### src/rtl/wave_generator_nco.sv
// wave_generator_nco: strobe-driven NCO producing sine, cosine, square or sawtooth samples
// from a wrapping phase accumulator through an iterative CORDIC, scaled by a snapshotted amplitude.
module wave_generator_nco #(
  parameter int N_FRAC = 7,
  parameter int N_ITER = 8
) (
  input  logic                   clk_i,
  input  logic                   rst_i,
  input  logic signed [N_FRAC:0] phase_i,
  input  logic signed [N_FRAC:0] amplitude_i,
  input  logic [1:0]             mode_i,
  input  logic                   phase_clear_i,
  input  logic                   next_data_strobe_i,
  output logic signed [N_FRAC:0] data_o,
  output logic                   data_out_valid_strobe_o,
  output logic                   busy_o,
  output logic                   overrun_o
);
  localparam int W  = N_FRAC + 1;
  localparam int XW = N_FRAC + 3;
  localparam int ZW = N_FRAC + 2;
  localparam int CW = $clog2(N_ITER);
  localparam int K  = $rtoi(0.607253 * (2.0 ** N_FRAC) + 0.5);
  localparam logic signed [2*W:0]  KC   = (2*W+1)'(K);
  localparam logic signed [XW-1:0] DMAX = XW'((1 << N_FRAC) - 1);
  localparam logic signed [XW-1:0] DMIN = XW'(-(1 << N_FRAC));

  typedef enum logic [1:0] {IDLE, LOAD, ITER, OUT} state_t;

  function automatic int atan_lsb(input int i);
    return $rtoi($atan(2.0 ** (-i)) / 3.141592653589793 * (2.0 ** N_FRAC) + 0.5);
  endfunction

  state_t               state_q;
  logic [CW-1:0]        cnt_q;
  logic [1:0]           mode_q;
  logic signed [W-1:0]  acc_q, amp_q, data_q, acc_d, data_d;
  logic signed [XW-1:0] x_q, y_q, x_d, y_d, x0_d, amp_s, r;
  logic signed [ZW-1:0] z_q, z_d, z0_d;
  logic                 valid_q, overrun_q, flip;
  logic signed [ZW-1:0] atan_t [N_ITER];

  for (genvar g = 0; g < N_ITER; g++) begin : g_tab
    localparam int T = atan_lsb(g);
    assign atan_t[g] = ZW'(T);
  end

  // Phases beyond +-0.5 start from the negated vector so the CORDIC only has to cover +-pi/2.
  always_comb begin
    acc_d  = phase_clear_i ? phase_i : acc_q + phase_i;
    amp_s  = XW'(((2*W+1)'(amp_q) * KC) >>> N_FRAC);
    flip   = acc_q[W-1] ^ acc_q[W-2];
    x0_d   = flip ? -amp_s : amp_s;
    z0_d   = ZW'($signed({acc_q[W-1] ^ flip, acc_q[W-2:0]}));
    x_d    = z_q[ZW-1] ? x_q + (y_q >>> cnt_q) : x_q - (y_q >>> cnt_q);
    y_d    = z_q[ZW-1] ? y_q - (x_q >>> cnt_q) : y_q + (x_q >>> cnt_q);
    z_d    = z_q[ZW-1] ? z_q + atan_t[cnt_q] : z_q - atan_t[cnt_q];
    r      = mode_q == 2'd0 ? y_q :
             mode_q == 2'd1 ? x_q :
             mode_q == 2'd2 ? (acc_q[W-1] ? -XW'(amp_q) : XW'(amp_q)) :
             XW'(((2*W)'(acc_q) * (2*W)'(amp_q)) >>> N_FRAC);
    data_d = r > DMAX ? W'(DMAX) : r < DMIN ? W'(DMIN) : W'(r);
  end

  always_ff @(posedge clk_i or negedge rst_i) begin
    if (!rst_i) begin
      state_q   <= IDLE;
      cnt_q     <= '0;
      mode_q    <= '0;
      acc_q     <= '0;
      amp_q     <= '0;
      data_q    <= '0;
      x_q       <= '0;
      y_q       <= '0;
      z_q       <= '0;
      valid_q   <= 1'b0;
      overrun_q <= 1'b0;
    end else begin
      valid_q <= 1'b0;
      if (next_data_strobe_i && state_q != IDLE) overrun_q <= 1'b1;
      case (state_q)
        IDLE: if (next_data_strobe_i) begin
          acc_q   <= acc_d;
          amp_q   <= amplitude_i;
          mode_q  <= mode_i;
          state_q <= LOAD;
        end
        LOAD: begin
          x_q     <= x0_d;
          y_q     <= '0;
          z_q     <= z0_d;
          cnt_q   <= '0;
          state_q <= ITER;
        end
        ITER: begin
          x_q   <= x_d;
          y_q   <= y_d;
          z_q   <= z_d;
          cnt_q <= cnt_q + 1'b1;
          if (cnt_q == CW'(N_ITER - 1)) state_q <= OUT;
        end
        OUT: begin
          data_q  <= data_d;
          valid_q <= 1'b1;
          state_q <= IDLE;
        end
      endcase
    end
  end

  assign data_o                  = data_q;
  assign data_out_valid_strobe_o = valid_q;
  assign busy_o                  = state_q != IDLE;
  assign overrun_o               = overrun_q;
endmodule

### config.mk
export PLATFORM = sky130hd
export DESIGN_NAME = wave_generator_nco
export DESIGN_NICKNAME = d
export VERILOG_FILES = /design/src/rtl/wave_generator_nco.sv
export SDC_FILE = /design/constraint.sdc
export NUM_CORES = 1
export LEC_CHECK = 0
export ABC_AREA = 1
export CORE_AREA = 3 3 160 162
export CTS_CLUSTER_SIZE = 14
export DETAILED_ROUTE_END_ITERATION = 6
export DIE_AREA = 0 0 163 165
export PLACE_DENSITY_LB_ADDON = 0.05
export REMOVE_ABC_BUFFERS = 1
export SYNTH_ARGS = -nofsm -noshare
export SYNTH_HDL_FRONTEND = slang
export SYNTH_SLANG_ARGS = --single-unit
### constraint.sdc
create_clock -name clk_i -period 4.9 [get_ports clk_i]
set_input_delay 0.735 -clock clk_i [delete_from_list [all_inputs] [get_ports clk_i]]
set_output_delay 0.735 -clock clk_i [all_outputs]
set_load 0.01 [all_outputs]
run_1/placement_by_type.png
(1.5 px per um)
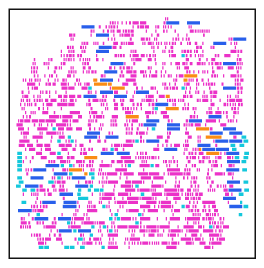
sequential cells: drawn in blue, cells 62. remaining buffers and delay cells: drawn in cyan, cells 79. clock drivers and dummy loads: drawn in orange, cells 16. combinational and other logic: drawn in magenta, cells 1339.
fin util: 45.49%
Cell Rows: 57

run_1/flops_by_reg.png
(1.5 px per um)
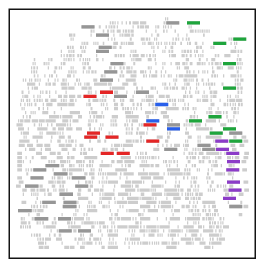
y_q: drawn in green, sequential cells 10. cnt_q: drawn in blue, sequential cells 3. z_q: drawn in red, sequential cells 9, where middle. data_o: drawn in purple, sequential cells 8.
Another 32 sequential cells are not colored.
fraction of area in registers: 14.17%
Sequential cell area: 0.001563 mm2

run_1/io_fan.png
(3 px per um)
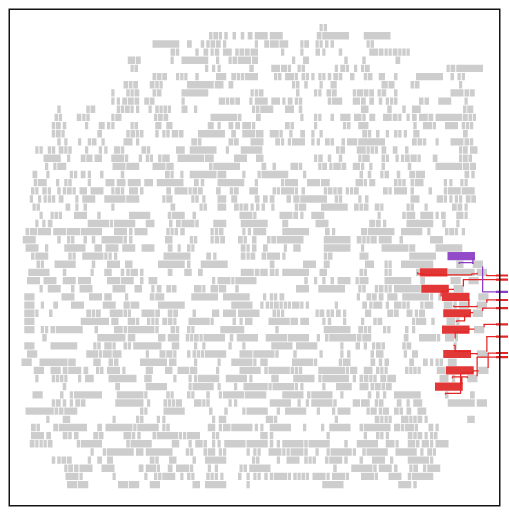
data_o: drawn in red, bits 8, direction output, end cells 8, wire 154 um. overrun_o: drawn in purple, bits 1, direction output, end cells 1, wire 20.6 um.
I/O pin count: 33
IO Port Bufs: 32

==> results_dict.tcl, run 1 <==
# implementation run metrics
set metrics [dict create \
    yosys_most_used_dff "dfrtp_1" \
    largestClassByArea "combinational gates" \
    synthArstFlopShare_pct 100.0 \
    logic_gate_count 1045 \
    dr.pass1.iters 5 \
    path_class "reg2reg" \
    ys_area_mm2 0.009619 \
    timing.fmax_mhz 214.0 \
    logic_family "adder cells" \
    place.gp.congestion 0.8776 \
    ys_sh_aoi_pct 14.14 \
    end_kind "register" \
    whs_ns 0.4523 \
    ys.flops 62 \
    cp_slowest_cell "fa_1" \
    ys_sh_adder_pct 27.99 \
    synthCells 1446 \
    tightest_slew_ns 1.003 \
    cts_buffers 9 \
    nClkBuffers 10 \
    busiest_layer "met2" \
    synth_cell_types 41 \
    core_mm2 0.02425 \
    period_needed_ns 4.673 \
    synthTopCellsByCount "nand2_1 (391), inv_1 (287), ha_1 (108), nor2_1 (96), a21oi_1 (87)" \
    final_layout_top_logic_cells "nand2_1 (385), inv_1 (283), ha_1 (101), nor2_1 (91), o21ai_0 (86)" \
    final_cell_area_mm2 0.01103 \
    first_iter_violations 595 \
    die-area_mm2 0.02690 \
    setup_viol 0 \
    combGateArea_mm2 0.006960 \
    grt_max_degree 63 \
    fp_util_pct 39.67 \
    place_inst 1794 \
    htree_levels 3 \
    synth.area.top_cells "dfrtp_1 (16%), nand2_1 (15%), ha_1 (14%)" \
    clockBufferDepth 2 \
    crit_family "adder cells" \
    fin_tns_setup_ns 0 \
    layout-drive-gt1-share_pct 8.356 \
    hold_path_class "reg2reg" \
    taps 324 \
    outcome "complete, no violations" \
    antenna_found_initial 0 \
    lay_top_count "nand2_1" \
    path_clk_slew_ns 0.07 \
    drcViolationCount 0 \
    drt-total-wl_mm 27.86 \
    grt.met2_usage_pct 32.55 \
    nNetsFinal 1688 \
    worstSkewPairLatency_ns 0.35 \
    cp_cell_sequence "inv_2 -> nor2_1 -> fa_1 -> inv_1 -> fa_1 -> inv_1 -> fa_1 -> inv_1 -> fa_1 -> inv_1 -> ha_4 -> nand2_1 -> nor2_2 -> nand2_1 -> a21oi_2 -> nor2_2 -> inv_1 -> nand2_1 -> nand3_2 -> nand2_1 -> nand2_1 -> nand2_2 -> o21ai_4 -> a21oi_2" \
    yosysWarnings 0 \
    warnings 40 \
    first_global_vias 8623 \
    route.top_layer_used "met4" \
    num-nonclk-inverters 294 \
    die_y_um 165 \
    die_x_um 163 \
    hold_viol 0 \
    cts_resized 0 \
    syn_area_per_cell_um2 6.652 \
    fin_cells 1820 \
    arrival_ns 4.90 \
    clk_share_pct 2.734 \
    viasPerCell 4.879 \
    synth_seq_share_pct 16.13 \
    ys_sh_simple_pct 24.45 \
    path_buffers 6 \
    fin_crit_sh_pct 95.37 \
    critical_path.max_fanout 7 \
    met3_usage_pct 3.261 \
    syn-cell-area_mm2 0.009619 \
    edf_count 0 \
    hpwl_mm 22.54 \
    slew_headroom_pct 33.07 \
    largest_area_cell "dfrtp_1" \
    nFillCells 2579 \
    yosysTopAreaCellShare_pct 16.13 \
    comb_area_share_pct 63.11 \
    pre_cts_ws_ns 0.1058 \
    drv_cap 0 \
    drtAntennaViolNets 0 \
    cts-root-buf "clkbuf_16" \
    wl_met1_mm 14.57 \
    place_area_mm2 0.01043 \
    areaGrowthSynthToFinish_pct 14.66 \
    overflow 0 \
    nonClkBufAreaFrac_pct 6.273 \
    vias 8879 \
    buffers 79 \
    grt_pass1_wl_mm 45.44 \
]
==> run 1: path summary, 6_finish.rpt <==
check,from,endpoint,slack [ns],cells after the start
hold / removal,overrun_o,overrun_o,0.45,1
setup reg to reg,amp_q[7],data_o[6],0.23,24
setup / recovery,amp_q[7],data_o[6],0.23,24
min in group asynchronous,rst_i,data_out_valid_strobe_o,0.58,2
max in group asynchronous,rst_i,acc_q[7],3.69,2
hold reg to reg,overrun_o,overrun_o,0.45,1
==> run 1: flip-flops by register name (all words and copies together), names as in the netlist <==
signal / cells
overrun_o: 1
state_q: 2
amp_q: 8
data_o: 8
z_q: 9
y_q: 10
data_out_valid_strobe_o: 1
acc_q: 8
x_q: 10
mode_q: 2
cnt_q: 3
==> run 1 -> run 2 <==
Settings changed: HOLD_SLACK_MARGIN from default to 0.08.
run_2/placement_by_type.png
(1.5 px per um)
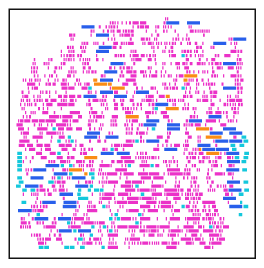
combinational and other logic: drawn in magenta, cells 1339. sequential cells: drawn in blue, cells 62. remaining buffers and delay cells: drawn in cyan, cells 79. clock drivers and dummy loads: drawn in orange, cells 16.
core box area: 0.02425 mm2
fin area: 0.01103 mm2

==> results_dict.tcl, run 2 <==
# implementation run metrics
set metrics [dict create \
    met3_usage_pct 3.261 \
    top_regs "x_q x10, y_q x10, z_q x9" \
    timing.fmax_mhz 214.0 \
    dr_wl_met2_mm 11.82 \
    syn_area_per_cell_um2 6.652 \
    met1_usage_pct 31.87 \
    viasPerCell 4.879 \
    setup_viol 0 \
    wl_per_cell_um 15.31 \
    grt.met2_usage_pct 32.55 \
    slew_headroom_pct 33.07 \
    arrival_ns 4.90 \
    wl_met1_mm 14.57 \
    antenna_found_initial 0 \
    nNetsFinal 1688 \
    yosysWarnings 0 \
    clock_skew_ns 0.01145 \
    first_iter_violations 595 \
    place_inst 1794 \
    drt-total-wl_mm 27.86 \
    cts.sinks 62 \
    place_area_mm2 0.01043 \
    drcViolationCount 0 \
    warnings 40 \
    htree_levels 3 \
    slowest_delay_ns 0.54 \
    r2r_start "amp_q[7]" \
    ys.flops 62 \
    hpwl_mm 22.54 \
    cts_resized 0 \
    port_buffers 32 \
    outcome "complete, no violations" \
    path_class "reg2reg" \
    synthTopCellsByCount "nand2_1 (391), inv_1 (287), ha_1 (108), nor2_1 (96), a21oi_1 (87)" \
    overflow 0 \
    grt_pass1_wl_mm 45.44 \
    cts_buffers 9 \
    areaGrowthSynthToFinish_pct 14.66 \
    path_clk_slew_ns 0.07 \
    pre_cts_ws_ns 0.1058 \
    first_global_vias 8623 \
    yosysTopAreaCellShare_pct 16.13 \
    dr.pass1.iters 5 \
    ys_sh_adder_pct 27.99 \
    yosys_most_used_dff "dfrtp_1" \
    place.gp.congestion 0.8776 \
    worstReg2RegEnd "data_o[6]" \
    edf_count 0 \
    die_y_um 165 \
    die-area_mm2 0.02690 \
    hold_viol 0 \
    synthArstFlopShare_pct 100.0 \
    worstSetupStartpoint "amp_q[7]" \
    holdPathStages 1 \
    die_x_um 163 \
    rrSetupSlack_ns 0.23 \
    final_layout_top_logic_cells "nand2_1 (385), inv_1 (283), ha_1 (101), nor2_1 (91), o21ai_0 (86)" \
    synth.area.top_cells "dfrtp_1 (16%), nand2_1 (15%), ha_1 (14%)" \
    cts-root-buf "clkbuf_16" \
    logic_family "adder cells" \
    ys_sh_mux_pct 0.4162 \
    whs_ns 0.4523 \
    ioPinCount 33 \
    ys_area_mm2 0.009619 \
    fin_tns_setup_ns 0 \
    clockBufferDepth 2 \
    cp_slowest_cell "fa_1" \
    layout-drive-gt1-share_pct 8.356 \
    synthCells 1446 \
    worstSkewPairLatency_ns 0.35 \
    crit_path_end "data_o[6]" \
    row_count 57 \
    tightest_slew_ns 1.003 \
    fin_util_pct 45.49 \
    fin_crit_sh_pct 95.37 \
    end_kind "register" \
    busiest_layer "met2" \
    vias 8879 \
    hold_path_class "reg2reg" \
    critical_path.max_fanout 7 \
    ys_sh_aoi_pct 14.14 \
    largest_area_cell "dfrtp_1" \
    syn-cell-area_mm2 0.009619 \
    required_ns 5.13 \
    drtAntennaViolNets 0 \
    fp_util_pct 39.67 \
    grtUsageTotal_pct 21.29 \
    cp_num_cells 24 \
    reg2regPathDepth 24 \
    period_needed_ns 4.673 \
    path_buffers 6 \
    route.top_layer_used "met4" \
    lay_top_count "nand2_1" \
    synth_cell_types 41 \
    hold_end "overrun_o" \
    crit_family "adder cells" \
    grt_max_degree 63 \
    antennaDiodeCount 0 \
    min_from "overrun_o" \
    synth_seq_share_pct 16.13 \
    cp_cell_sequence "inv_2 -> nor2_1 -> fa_1 -> inv_1 -> fa_1 -> inv_1 -> fa_1 -> inv_1 -> fa_1 -> inv_1 -> ha_4 -> nand2_1 -> nor2_2 -> nand2_1 -> a21oi_2 -> nor2_2 -> inv_1 -> nand2_1 -> nand3_2 -> nand2_1 -> nand2_1 -> nand2_2 -> o21ai_4 -> a21oi_2" \
    ys_sh_simple_pct 24.45 \
    drv_cap 0 \
]
run_2/placement.png
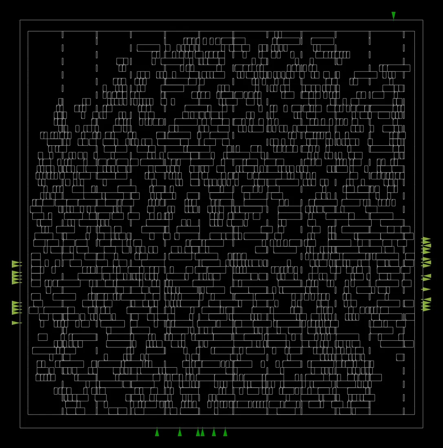
Cell Count, Final, Fillers Out: 1820
fillers: 2579

## run 2: cell counts in the layout (fill, tap and decap cells not counted)
No cell type changed its count.
## run 2: final cells by class
type	instances	area (um2)	share of cell area, %
clock buffers	10	229.0	2.076
clock inverters	6	72.57	0.6580
inverters	294	1107	10.04
multi-input cells	1045	6960	63.11
flip-flops and latches	62	1563	14.17
well taps	324	405.4	3.676
repair buffers	79	691.9	6.273
==> run 2 -> run 3 <==
Settings changed: CAP_MARGIN from default to 25.
run_3/placement_by_type.png
(1.5 px per um)
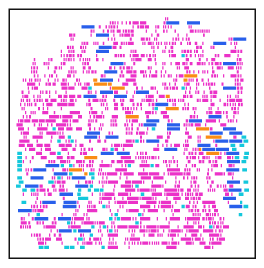
clock drivers and dummy loads: drawn in orange, cells 16. sequential cells: drawn in blue, cells 62. combinational and other logic: drawn in magenta, cells 1339. remaining buffers and delay cells: drawn in cyan, cells 79.

run_3/flops_by_reg.png
(1.5 px per um)
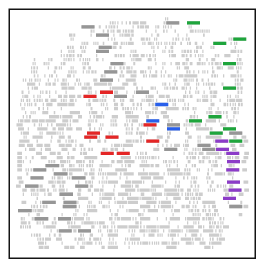
data_o: drawn in purple, sequential cells 8. y_q: drawn in green, sequential cells 10. z_q: drawn in red, sequential cells 9, where middle. cnt_q: drawn in blue, sequential cells 3.
Another 32 sequential cells are not colored.

==> results_dict.tcl, run 3 <==
# implementation run metrics
set metrics [dict create \
    logic_family "adder cells" \
    wl_per_cell_um 15.31 \
    cp_num_cells 24 \
    ys_sh_simple_pct 24.45 \
    r2r_start "amp_q[7]" \
    die-area_mm2 0.02690 \
    slowest_delay_ns 0.54 \
    ioPinCount 33 \
    yosysWarnings 0 \
    antenna_found_initial 0 \
    drtAntennaViolNets 0 \
    setup_viol 0 \
    vias 8879 \
    place_area_mm2 0.01043 \
    hold_path_class "reg2reg" \
    arrival_ns 4.90 \
    viasPerCell 4.879 \
    largest_area_cell "dfrtp_1" \
    timing.fmax_mhz 214.0 \
    drt-total-wl_mm 27.86 \
    dr.pass1.iters 5 \
    lay_top_count "nand2_1" \
    grtUsageTotal_pct 21.29 \
    busiest_layer "met2" \
    layout-drive-gt1-share_pct 8.356 \
    fin_util_pct 45.49 \
    yosys_most_used_dff "dfrtp_1" \
    whs_ns 0.4523 \
    grt.met2_usage_pct 32.55 \
    final_cell_area_mm2 0.01103 \
    cts.sinks 62 \
    rrSetupSlack_ns 0.23 \
    worstSkewPairLatency_ns 0.35 \
    wl_met1_mm 14.57 \
    min_from "overrun_o" \
    cts_resized 0 \
    synth_seq_share_pct 16.13 \
    syn_area_per_cell_um2 6.652 \
    required_ns 5.13 \
    cts_hold_buf 0 \
    fin_cells 1820 \
    fp_util_pct 39.67 \
    grt_pass1_wl_mm 45.44 \
    crit_family "adder cells" \
    period_needed_ns 4.673 \
    nNetsFinal 1688 \
    edf_count 0 \
    port_buffers 32 \
    core_mm2 0.02425 \
    warnings 40 \
    synth.area.top_cells "dfrtp_1 (16%), nand2_1 (15%), ha_1 (14%)" \
    worstSetupStartpoint "amp_q[7]" \
    critical_path.max_fanout 7 \
    ys_sh_mux_pct 0.4162 \
    first_iter_violations 595 \
    cts_buffers 9 \
    tightest_slew_ns 1.003 \
    worstReg2RegEnd "data_o[6]" \
    path_clk_slew_ns 0.07 \
    met3_usage_pct 3.261 \
    drcViolationCount 0 \
    fin_crit_sh_pct 95.37 \
    slew_headroom_pct 33.07 \
    drv_cap 0 \
    die_x_um 163 \
    final_layout_top_logic_cells "nand2_1 (385), inv_1 (283), ha_1 (101), nor2_1 (91), o21ai_0 (86)" \
    path_buffers 6 \
    cts_tree "done" \
    ys_area_mm2 0.009619 \
    first_global_vias 8623 \
    hpwl_mm 22.54 \
    antennaDiodeCount 0 \
    synthArstFlopShare_pct 100.0 \
    top_regs "x_q x10, y_q x10, z_q x9" \
    syn-cell-area_mm2 0.009619 \
    place.gp.congestion 0.8776 \
    cp_slowest_cell "fa_1" \
    die_y_um 165 \
    synthTopCellsByCount "nand2_1 (391), inv_1 (287), ha_1 (108), nor2_1 (96), a21oi_1 (87)" \
    crit_path_end "data_o[6]" \
    synthCells 1446 \
    outcome "complete, no violations" \
    areaGrowthSynthToFinish_pct 14.66 \
    fin_tns_setup_ns 0 \
    ys.flops 62 \
    dr_wl_met2_mm 11.82 \
    met1_usage_pct 31.87 \
    route.top_layer_used "met4" \
    row_count 57 \
    holdPathStages 1 \
    nFillCells 2579 \
    pre_cts_ws_ns 0.1058 \
    cts-root-buf "clkbuf_16" \
    place_inst 1794 \
    hold_viol 0 \
    yosysTopAreaCellShare_pct 16.13 \
    hold_end "overrun_o" \
    fin_ws_ns 0.2267 \
    ys_sh_adder_pct 27.99 \
]
-- run 3: cell counts in the layout (fill, tap and decap cells not counted) --
Identical to the previous run, type by type.
-- run 3: layout make-up --
cell class | count | area [um2] | area share (%)
clock inverter | 6 | 72.57 | 0.6580
multi-input combinational | 1045 | 6960 | 63.11
inverter | 294 | 1107 | 10.04
tap | 324 | 405.4 | 3.676
clock buffer | 10 | 229.0 | 2.076
sequential | 62 | 1563 | 14.17
timing repair buffer | 79 | 691.9 | 6.273
